==> src/rtl/mpmc11_pkg.sv <==
// ---------------------------------------------------------------------------
// mpmc11_pkg
// Shared types and helpers for the mpmc11 memory controller slice.
//   mpmc11_wdf_state_t  : write-data burst sequencer states
//   wdf_beats_per_burst : UI beats per DRAM burst for a PHY:UI clock ratio
// ---------------------------------------------------------------------------
package mpmc11_pkg;

    typedef enum logic [1:0] {
        WDF_IDLE = 2'd0,
        WDF_DATA = 2'd1,
        WDF_DONE = 2'd2
    } mpmc11_wdf_state_t;

    // 4:1 moves a whole BL8 burst in one UI beat, 2:1 needs two.
    function automatic int wdf_beats_per_burst(input int ratio);
        return (ratio == 4) ? 1 : 2;
    endfunction

endpackage

==> src/rtl/mpmc11_wdf_skid.sv <==
// ---------------------------------------------------------------------------
// mpmc11_wdf_skid
// One-entry output register for the MIG write-data channel. The parent only
// raises i_load when the entry is empty or is being drained this cycle, so a
// load and a drain in the same cycle keep the entry full (zero bubble).
// Ports:
//   clk, rst_n : UI clock, async active-low reset
//   i_load     : capture i_data/i_mask this cycle
//   i_data     : beat data          i_mask : beat byte mask
//   i_rdy      : downstream ready (app_wdf_rdy)
//   o_valid    : entry full (drives app_wdf_wren)
//   o_data     : registered data    o_mask : registered mask
// ---------------------------------------------------------------------------
module mpmc11_wdf_skid #(
    parameter int DATA_WIDTH = 128
) (
    input  logic                    clk,
    input  logic                    rst_n,
    input  logic                    i_load,
    input  logic [DATA_WIDTH-1:0]   i_data,
    input  logic [DATA_WIDTH/8-1:0] i_mask,
    input  logic                    i_rdy,
    output logic                    o_valid,
    output logic [DATA_WIDTH-1:0]   o_data,
    output logic [DATA_WIDTH/8-1:0] o_mask
);

    logic                    r_valid;
    logic [DATA_WIDTH-1:0]   r_data;
    logic [DATA_WIDTH/8-1:0] r_mask;

    // Data and mask only change on a load, so they stay frozen while the
    // MIG holds app_wdf_rdy low.
    always_ff @(posedge clk or negedge rst_n) begin
        if (!rst_n) begin
            r_valid <= 1'b0;
            r_data  <= '0;
            r_mask  <= '0;
        end else if (i_load) begin
            r_valid <= 1'b1;
            r_data  <= i_data;
            r_mask  <= i_mask;
        end else if (r_valid && i_rdy) begin
            r_valid <= 1'b0;
        end
    end

    assign o_valid = r_valid;
    assign o_data  = r_data;
    assign o_mask  = r_mask;

endmodule

==> src/rtl/mpmc11_wdf_burst_seq.sv <==
// ---------------------------------------------------------------------------
// mpmc11_wdf_burst_seq
// Write-data burst sequencer between the mpmc11 controller FSM and the MIG
// UI write-data channel. Pulls (burst_len+1) DRAM bursts worth of beats from
// a valid/ready source and frames app_wdf_end for 2:1 or 4:1 clock ratios.
//
//   state    | meaning
//   ---------+------------------------------------------------------------
//   WDF_IDLE | waiting for start; length latched on accept
//   WDF_DATA | fetching source beats and draining them to the MIG
//   WDF_DONE | final beat taken; done is high for this one cycle
//
// Ports:
//   clk, rst_n           : UI clock, async active-low reset
//   start, burst_len     : request pulse and DRAM bursts minus one
//   s_valid/s_ready      : source handshake, s_data/s_mask beat payload
//   app_wdf_rdy          : MIG write FIFO ready
//   app_wdf_wren/data/mask/end : MIG write-data channel
//   busy, done, start_err, burst_cnt : status to the controller
// ---------------------------------------------------------------------------
module mpmc11_wdf_burst_seq
    import mpmc11_pkg::*;
#(
    parameter int DATA_WIDTH = 128,
    parameter int CLK_RATIO  = 4,
    parameter int LEN_WIDTH  = 8
) (
    input  logic                    clk,
    input  logic                    rst_n,
    input  logic                    start,
    input  logic [LEN_WIDTH-1:0]    burst_len,
    input  logic                    s_valid,
    output logic                    s_ready,
    input  logic [DATA_WIDTH-1:0]   s_data,
    input  logic [DATA_WIDTH/8-1:0] s_mask,
    input  logic                    app_wdf_rdy,
    output logic                    app_wdf_wren,
    output logic [DATA_WIDTH-1:0]   app_wdf_data,
    output logic [DATA_WIDTH/8-1:0] app_wdf_mask,
    output logic                    app_wdf_end,
    output logic                    busy,
    output logic                    done,
    output logic                    start_err,
    output logic [LEN_WIDTH-1:0]    burst_cnt
);

    if (CLK_RATIO != 2 && CLK_RATIO != 4) begin : g_bad_ratio
        $error("mpmc11_wdf_burst_seq: CLK_RATIO must be 2 or 4");
    end

    localparam int BPB = wdf_beats_per_burst(CLK_RATIO);
    // Two extra bits hold (2^LEN_WIDTH)*2 beats without wrapping.
    localparam int CW  = LEN_WIDTH + 2;

    mpmc11_wdf_state_t      r_state;
    logic [CW-1:0]          r_tot;
    logic [CW-1:0]          r_acc_cnt;
    logic [CW-1:0]          r_sent_cnt;
    logic                   r_beat;
    logic [LEN_WIDTH-1:0]   r_burst_cnt;
    logic                   r_done;
    logic                   r_start_err;

    logic                   w_out_v;
    logic                   w_xfer;
    logic                   w_accept;
    logic                   w_s_ready;
    logic                   w_last_beat;
    logic [CW-1:0]          w_tot_start;

    assign w_tot_start = ({2'b00, burst_len} + CW'(1)) * CW'(BPB);
    assign w_last_beat = (r_beat == 1'(BPB - 1));

    // Never fetch past the request total, and only when the output register
    // is empty or draining this cycle.
    assign w_s_ready = (r_state == WDF_DATA) && (r_acc_cnt < r_tot)
                       && (!w_out_v || app_wdf_rdy);
    assign w_accept  = s_valid && w_s_ready;
    assign w_xfer    = w_out_v && app_wdf_rdy;

    mpmc11_wdf_skid #(
        .DATA_WIDTH (DATA_WIDTH)
    ) u_skid (
        .clk     (clk),
        .rst_n   (rst_n),
        .i_load  (w_accept),
        .i_data  (s_data),
        .i_mask  (s_mask),
        .i_rdy   (app_wdf_rdy),
        .o_valid (w_out_v),
        .o_data  (app_wdf_data),
        .o_mask  (app_wdf_mask)
    );

    always_ff @(posedge clk or negedge rst_n) begin
        if (!rst_n) begin
            r_state     <= WDF_IDLE;
            r_tot       <= '0;
            r_acc_cnt   <= '0;
            r_sent_cnt  <= '0;
            r_beat      <= 1'b0;
            r_burst_cnt <= '0;
            r_done      <= 1'b0;
            r_start_err <= 1'b0;
        end else begin
            r_done      <= 1'b0;
            r_start_err <= start && (r_state != WDF_IDLE);
            case (r_state)
                WDF_IDLE: begin
                    if (start) begin
                        r_tot       <= w_tot_start;
                        r_acc_cnt   <= '0;
                        r_sent_cnt  <= '0;
                        r_beat      <= 1'b0;
                        r_burst_cnt <= '0;
                        r_state     <= WDF_DATA;
                    end
                end
                WDF_DATA: begin
                    if (w_accept) begin
                        r_acc_cnt <= r_acc_cnt + CW'(1);
                    end
                    if (w_xfer) begin
                        r_sent_cnt <= r_sent_cnt + CW'(1);
                        r_beat     <= w_last_beat ? 1'b0 : (r_beat + 1'b1);
                        if (w_last_beat) begin
                            r_burst_cnt <= r_burst_cnt + LEN_WIDTH'(1);
                        end
                        // done is raised together with the DONE state so it
                        // is high for exactly the one cycle spent there.
                        if (r_sent_cnt + CW'(1) == r_tot) begin
                            r_state <= WDF_DONE;
                            r_done  <= 1'b1;
                        end
                    end
                end
                WDF_DONE: begin
                    r_state <= WDF_IDLE;
                end
                default: begin
                    r_state <= WDF_IDLE;
                end
            endcase
        end
    end

    assign s_ready      = w_s_ready;
    assign app_wdf_wren = w_out_v;
    assign app_wdf_end  = w_out_v && w_last_beat;
    assign busy         = (r_state != WDF_IDLE);
    assign done         = r_done;
    assign start_err    = r_start_err;
    assign burst_cnt    = r_burst_cnt;

endmodule

==> config.mk <==
export PLATFORM = sky130hd
export DESIGN_NAME = mpmc11_wdf_burst_seq
export DESIGN_NICKNAME = d
export VERILOG_FILES = /design/src/rtl/mpmc11_pkg.sv /design/src/rtl/mpmc11_wdf_skid.sv /design/src/rtl/mpmc11_wdf_burst_seq.sv
export SDC_FILE = /design/constraint.sdc
export NUM_CORES = 1
export LEC_CHECK = 0
export CAP_MARGIN = 25
export CORE_MARGIN = 5
export CORE_UTILIZATION = 40
export CTS_CLUSTER_DIAMETER = 30
export DETAILED_ROUTE_END_ITERATION = 7
export GPL_ROUTABILITY_DRIVEN = 0
export HOLD_SLACK_MARGIN = 0.05
export PLACE_DENSITY = 0.86
export SETUP_SLACK_MARGIN = 0.5
export SLEW_MARGIN = 20
export SYNTH_ARGS = -nofsm -noshare
export SYNTH_HDL_FRONTEND = slang
export SYNTH_SLANG_ARGS = --single-unit
==> constraint.sdc <==
create_clock -name clk -period 2.3 [get_ports clk]
set_input_delay 0.345 -clock clk [delete_from_list [all_inputs] [get_ports clk]]
set_output_delay 0.345 -clock clk [all_outputs]
set_load 0.01 [all_outputs]
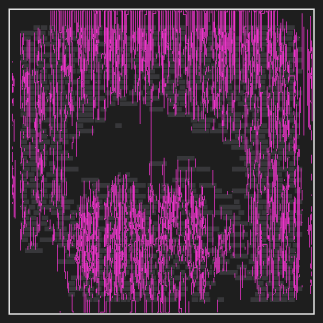
Fig. 1. Signal wires on met2 (run 1).
Scale: 2 px per um. Cells faint in the background.
longest straight run: 70.2 um
wire length on this layer: 13900 um
share of all routed wire: 53%

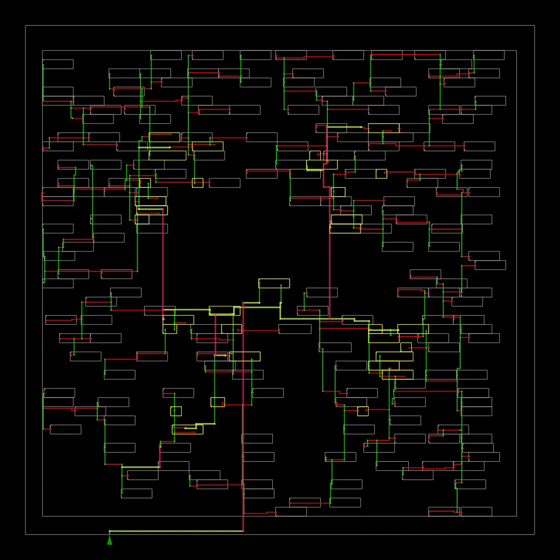
Fig. 2. Clock routing (run 1).
# clock sinks: 186
Layout Skew: 12.15 ps
flop count: 186
Worst-Skew Late Latency: 430 ps
P_clk: 3.10 mW

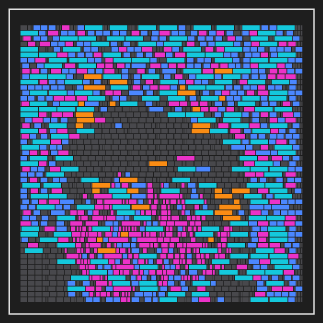
Fig. 3. Placement by cell class (run 1).
Scale: 2 px per um. Fill, decap, tap and diode cells in grey.
[clock drivers and dummy loads] orange | cells: 32 | share of their area: 4.8%
[registers] cyan | cells: 186 | share of their area: 36%
[remaining buffers and delay cells] blue | cells: 393 | share of their area: 31%
[remaining logic cells] magenta | cells: 385 | share of their area: 29%

-- run 1: metal layers --
layer / vias up / wire length, um / global-route usage
li1: 2907 / - / -
met1: 3196 / 9671 / 0.2437
met2: 275 / 13850 / 0.3839
met3: 43 / 2055 / 0.05532
met4: 0 / 691 / 0.07951
met5: - / 0 / 0
-- run 1: critical path, cell delays in order, from the launching register on --
cell and delay [ps]:
dfrtp_1 390, inv_2 70, ha_4 260, nand4b_1 150, or2_1 280, buf_4 140, buf_6 110, o32ai_4 160
nor2_4 100, buf_12 170, buf_12 160, mux2_4 300
-- run 1: per-stage QoR --
stage / utilization / setup TNS [ps]
2_1_floorplan: - / 0
3_3_place_gp: 0.6110 / 0
3_5_place_dp: 0.6110 / -156.8
4_1_cts: 0.6688 / -33.55
5_1_grt: 0.6800 / -18450
6_report: 0.6800 / -9139
==> flow_metrics.env, run 1 <==
# implementation run metrics
export IMPL_cts_path_max_buffers=2
export IMPL_flop_cell="dfrtp_1"
export IMPL_diodes=0
export IMPL_dr_pass1_iters=4
export IMPL_postLayoutSetupSlackWorst_ps=-93.09
export IMPL_numCtsBuffers=17
export IMPL_grt_pass1_vias=6922
export IMPL_top_area_cell="dfrtp_1"
export IMPL_ys_flops=186
export IMPL_ys_area_sq_um=8023
export IMPL_synth_cell_types=57
export IMPL_comb_area_sq_um=3670
export IMPL_dp_hpwl_um=19300
export IMPL_ys_sh_mux=0.2059
export IMPL_cp_end_kind="register"
export IMPL_final_max_slew_viol_count=0
export IMPL_bufAreaShareNonClock=0.2992
export IMPL_violations="negative setup slack"
export IMPL_reg2reg_slack_ps=-90
export IMPL_clock_cell_area_share=0.04649
export IMPL_largest_reg_flops=128
export IMPL_drt_iter0_markers=265
export IMPL_drv_cap=0
export IMPL_yosys_area_share_simple=0.07408
export IMPL_syn_mean_instance_area_sq_um=13.35
export IMPL_hold_viol_final=0
export IMPL_status="complete, but fails checks"
export IMPL_yosysWarningCount=0
export IMPL_p_seq_frac=0.307
export IMPL_timing_rr_start="r_tot[7]$_DFFE_PN0P_"
export IMPL_fp_dieW_um=151.6
export IMPL_top_area_cell_class="flip-flops and latches"
export IMPL_setup_viol=142
export IMPL_path_clk_slew_ps=70
Fig. 4: run 1, clock wires, drivers and flops
Scale: 4 px per um.
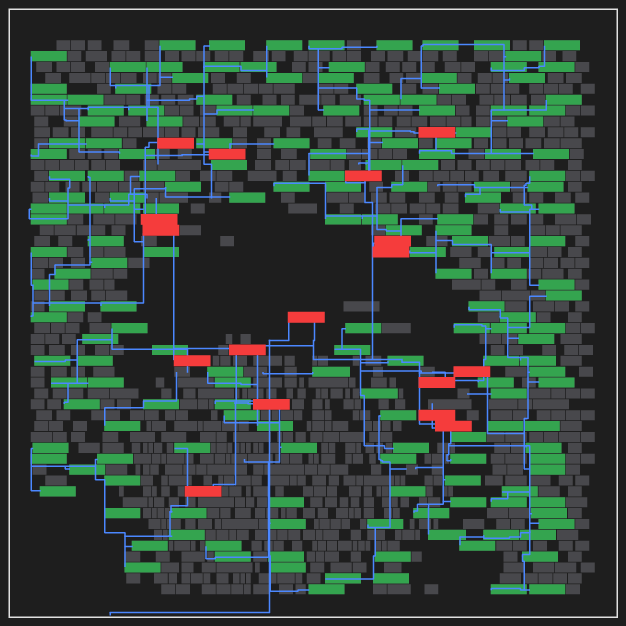

==> run 2, diff against run 1 <==
--- a/config.mk
+++ b/config.mk
@@ -7,12 +7,12 @@
 export LEC_CHECK = 0
 export CAP_MARGIN = 25
 export CORE_MARGIN = 5
-export CORE_UTILIZATION = 40
+export CORE_UTILIZATION = 25
 export CTS_CLUSTER_DIAMETER = 30
 export DETAILED_ROUTE_END_ITERATION = 7
 export GPL_ROUTABILITY_DRIVEN = 0
 export HOLD_SLACK_MARGIN = 0.05
-export PLACE_DENSITY = 0.86
+export PLACE_DENSITY = 0.62
 export SETUP_SLACK_MARGIN = 0.5
 export SLEW_MARGIN = 20
 export SYNTH_ARGS = -nofsm -noshare
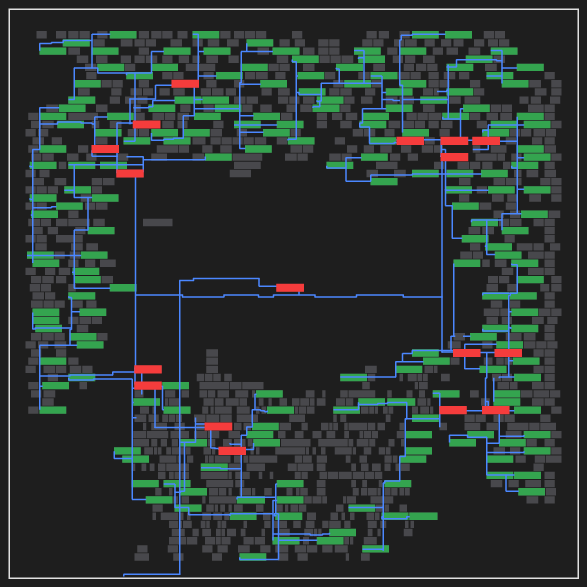
Fig. 5. Clock wires, drivers and flops (run 2).
Scale: 3 px per um.
[clock wires] blue | length: 2600 um
[clock-net drivers] red | count: 17
[flip-flops] green | count: 186
routed clock nets: 18

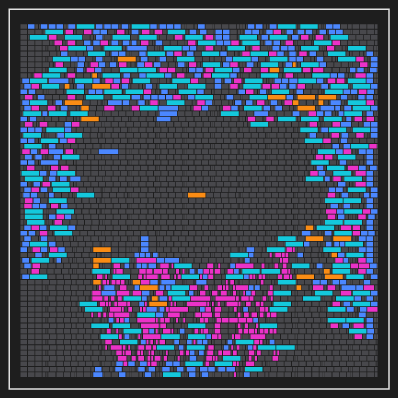
Fig. 6. Placement by cell class (run 2).
Scale: 2 px per um. Fill, decap, tap and diode cells in grey.
[remaining buffers and delay cells] blue | cells: 406 | share of their area: 32%
[clock drivers and dummy loads] orange | cells: 32 | share of their area: 4.4%
[registers] cyan | cells: 186 | share of their area: 36%
[remaining logic cells] magenta | cells: 385 | share of their area: 27%

==> run 2 against run 1 <==
  * The flow still finishes with violations (negative setup slack)
  * Final cell count rose by 12%
  * Setup slack lost 270 ps
  * Routed wire length shrank 3.4%
  * Sequential cell count unchanged
  * Sequential power fell by 2%
  * Largest cell class unchanged
  * Highest routed layer unchanged
  * Largest power group unchanged
==> flow_metrics.env, run 2 <==
# implementation run metrics
export IMPL_p_seq_frac=0.312
export IMPL_path_delay_family="buffers and inverters"
export IMPL_postLayoutSetupSlackWorst_ps=-360.6
export IMPL_timing_rr_start="r_tot[7]$_DFFE_PN0P_"
export IMPL_grt_pass1_vias=6577
export IMPL_yosysWarningCount=0
export IMPL_path_clk_slew_ps=70
export IMPL_setup_tns_ps=-43130
export IMPL_fp_dieW_um=189.1
export IMPL_cts_path_max_buffers=2
export IMPL_clk_latency_ps=440
export IMPL_critPathBufInv=9
export IMPL_final_max_slew_viol_count=0
export IMPL_met1_length_um=10950
export IMPL_drt_iter0_markers=223
export IMPL_top_area_cell="dfrtp_1"
export IMPL_setup_viol=152
export IMPL_highest_layer="met4"
export IMPL_flop_cell="dfrtp_1"
export IMPL_ys_flops=186
export IMPL_synth_cell_types=57
export IMPL_diodes=0
export IMPL_dp_hpwl_um=18720
export IMPL_grt_busiest_layer="met2"
export IMPL_max_stage_delay_ps=390
export IMPL_status="complete, but fails checks"
export IMPL_met3_length_um=1632
export IMPL_pg_clk_mw=2.87
export IMPL_globalRouteMet2Util=0.2306
export IMPL_syn_mean_instance_area_sq_um=13.35
export IMPL_path_cells="inv_2 > ha_4 > nand4b_1 > buf_4 > buf_6 > buf_6 > buf_6 > buf_6 > o32ai_4 > nor2_4 > buf_6 > buf_12 > buf_12 > mux2_2"
export IMPL_numCtsBuffers=17
export IMPL_route_met2_wl_um=12390
export IMPL_use_met1=0.1743
export IMPL_cp_slowest_cell="dfrtp_1"
export IMPL_violations="negative setup slack"
export IMPL_cp_num_cells=14
export IMPL_dr_pass1_iters=4
export IMPL_utilization=0.4233
export IMPL_ys_area_sq_um=8023
export IMPL_met3_usage=0.04240
export IMPL_numClockSinks=186
export IMPL_largest_reg_flops=128
export IMPL_dieArea_sq_um=35770
export IMPL_finClkSkew_ps=12.82
export IMPL_post_dp_cell_area_sq_um=12110
export IMPL_cp_common_cell="buf_6"
export IMPL_hold_viol_final=0
export IMPL_drv_cap=0
export IMPL_final_layout_size_suffix_gt1_frac=0.3013
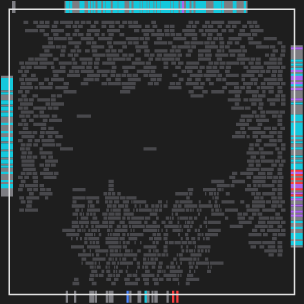
Fig. 7. Pin placement (run 2).
Scale: 1.5 px per um. Pins as bars across the die edge, other pins in grey.
[burst_cnt] red | pins: 8 | direction: output | edge: 6 east, 2 south
[s_valid] blue | pins: 1 | direction: input | edge: south
[app_wdf_mask] purple | pins: 16 | direction: output | edge: 15 east, 1 north
[s_data] cyan | pins: 128 | direction: input | edge: 66 north, 31 east, 30 west, 1 south
all pins by edge: 134 north, 99 east, 59 west, 23 south

==> run 2: final cells by class <==
class	count	area, sq um	share of cell area
Multi-Input combinational cell	370	3443	0.2571
Timing Repair Buffer	406	4168	0.3112
Tap cell	402	503.0	0.03756
Clock inverter	14	123.9	0.009250
Sequential cell	186	4658	0.3478
Inverter	15	56.30	0.004204
Clock buffer	18	439.2	0.03279
==> run 2: cell families (layout without fill, tap and decap cells) <==
family,Yosys count,in the layout,share of synthesized area
compound gates,75,75,0.06738
flops,186,186,0.5802
buf+inv,45,453,0.02979
simple gates,114,114,0.07408
xor+xnor,22,22,0.02402
fa+ha+maj,12,12,0.01871
mux,147,147,0.2059
Fig. 8: run 2, signal wires on met2
Scale: 2 px per um. Cells faint in the background.
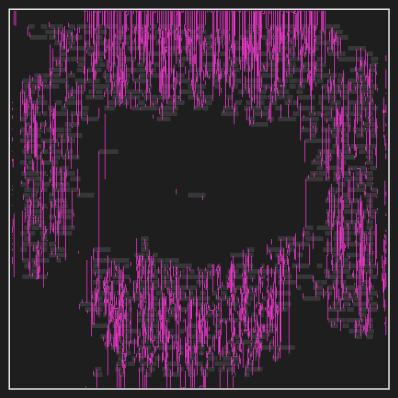

==> run 3, diff against run 2 <==
--- a/config.mk
+++ b/config.mk
@@ -12,9 +12,11 @@
 export DETAILED_ROUTE_END_ITERATION = 7
 export GPL_ROUTABILITY_DRIVEN = 0
 export HOLD_SLACK_MARGIN = 0.05
+export MAX_ROUTING_LAYER = met4
 export PLACE_DENSITY = 0.62
 export SETUP_SLACK_MARGIN = 0.5
 export SLEW_MARGIN = 20
 export SYNTH_ARGS = -nofsm -noshare
 export SYNTH_HDL_FRONTEND = slang
 export SYNTH_SLANG_ARGS = --single-unit
+export TNS_END_PERCENT = 10
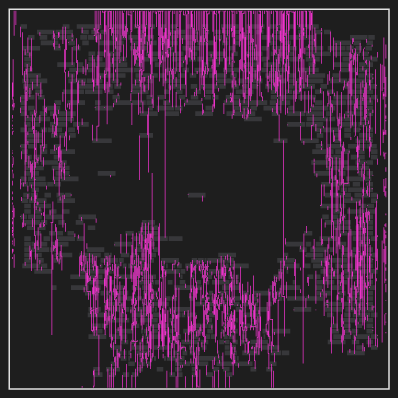
Fig. 9. Signal wires on met2 (run 3).
Scale: 2 px per um. Cells faint in the background.
nets with wire on the layer: 1057
longest straight run: 77.2 um
main direction: vertical
share of all routed wire: 48%

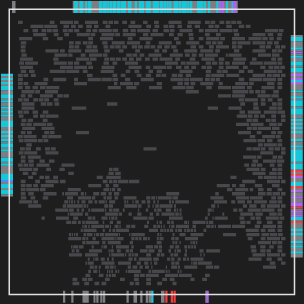
Fig. 10. Pin placement (run 3).
Scale: 1.5 px per um. Pins as bars across the die edge, other pins in grey.
[s_data] cyan | pins: 128 | direction: input | edge: 56 north, 41 east, 30 west, 1 south
[app_wdf_mask] purple | pins: 16 | direction: output | edge: 11 east, 4 north, 1 south
[s_valid] blue | pins: 1 | direction: input | edge: west
[burst_cnt] red | pins: 8 | direction: output | edge: 5 east, 3 south
all pins by edge: 121 north, 109 east, 60 west, 25 south

==> run 3 against run 2 <==
  * Clock power rose by 9.1%
  * Synthesized cell count is the same
  * Clock skew grew 2.0 ps
  * Via count fell by 1.2%
  * The flow still finishes with violations (negative setup slack)
==> flow_metrics.env, run 3 <==
# implementation run metrics
export IMPL_cp_common_cell="buf_6"
export IMPL_use_met1=0.1716
export IMPL_route_met2_wl_um=12230
export IMPL_path_cells="ha_4 > nand4b_1 > buf_4 > buf_6 > buf_6 > buf_6 > buf_6 > o32ai_4 > nor2_4 > buf_12 > clkbuf_16 > mux2_4"
export IMPL_dr_pass1_iters=4
export IMPL_drt_iter0_markers=161
export IMPL_max_stage_delay_ps=430
export IMPL_synth_cell_types=57
export IMPL_cp_slowest_cell="dfrtp_1"
export IMPL_setup_tns_ps=-36440
export IMPL_final_layout_size_suffix_gt1_frac=0.2954
export IMPL_ys_area_sq_um=8023
export IMPL_top_area_cell="dfrtp_1"
export IMPL_hold_viol_final=0
export IMPL_met1_length_um=10920
export IMPL_clk_latency_ps=440
export IMPL_critPathBufInv=7
export IMPL_met3_length_um=1625
export IMPL_grt_busiest_layer="met2"
export IMPL_status="complete, but fails checks"
export IMPL_violations="negative setup slack"
export IMPL_postLayoutSetupSlackWorst_ps=-283.3
export IMPL_utilization=0.4197
export IMPL_globalRouteMet2Util=0.2285
export IMPL_setup_viol=151
export IMPL_path_delay_family="buffers and inverters"
export IMPL_flop_cell="dfrtp_1"
export IMPL_syn_mean_instance_area_sq_um=13.35
export IMPL_fa_ha_area_frac=0.01871
export IMPL_logic_family="multiplexers"
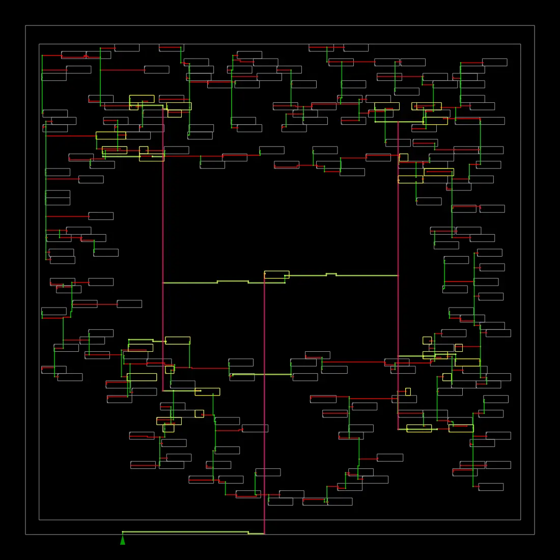
Fig. 11. Clock routing (run 3).
clkbuf count: 18
P_clk: 3.13 mW
Layout Skew: 14.82 ps
cts bufs inserted: 17

==> run 3: cell types whose count changed in the layout (fill, tap and decap cells not counted), moves of 4 or more <==
cell and change:
clkbuf_16 +5, buf_6 +4, mux2_4 +9, mux2_1 -10, buf_4 -10, dlymetal6s2s_1 -4
==> run 3: area by class of cell <==
class	instances	area, sq um	area share
multi-input combinational	370	3332	0.2509
inverter	15	56.30	0.004240
timing repair buffer	399	4103	0.3090
antenna	1	2.502	0.0001885
clock buffer	18	439.2	0.03308
clock inverter	14	180.2	0.01357
tap	402	503.0	0.03788
sequential	186	4662	0.3511
==> run 3: where the power goes <==
part / total, mW / internal [mW] / switching, mW
Sequential: 5.65 / 4.78 / 0.868
Clock: 3.13 / 1.77 / 1.37
Combinational: 9.40 / 5.74 / 3.66
Total: 18.2 / 12.3 / 5.89
Power figures rest on the tool's default switching activity, not on a simulated workload.
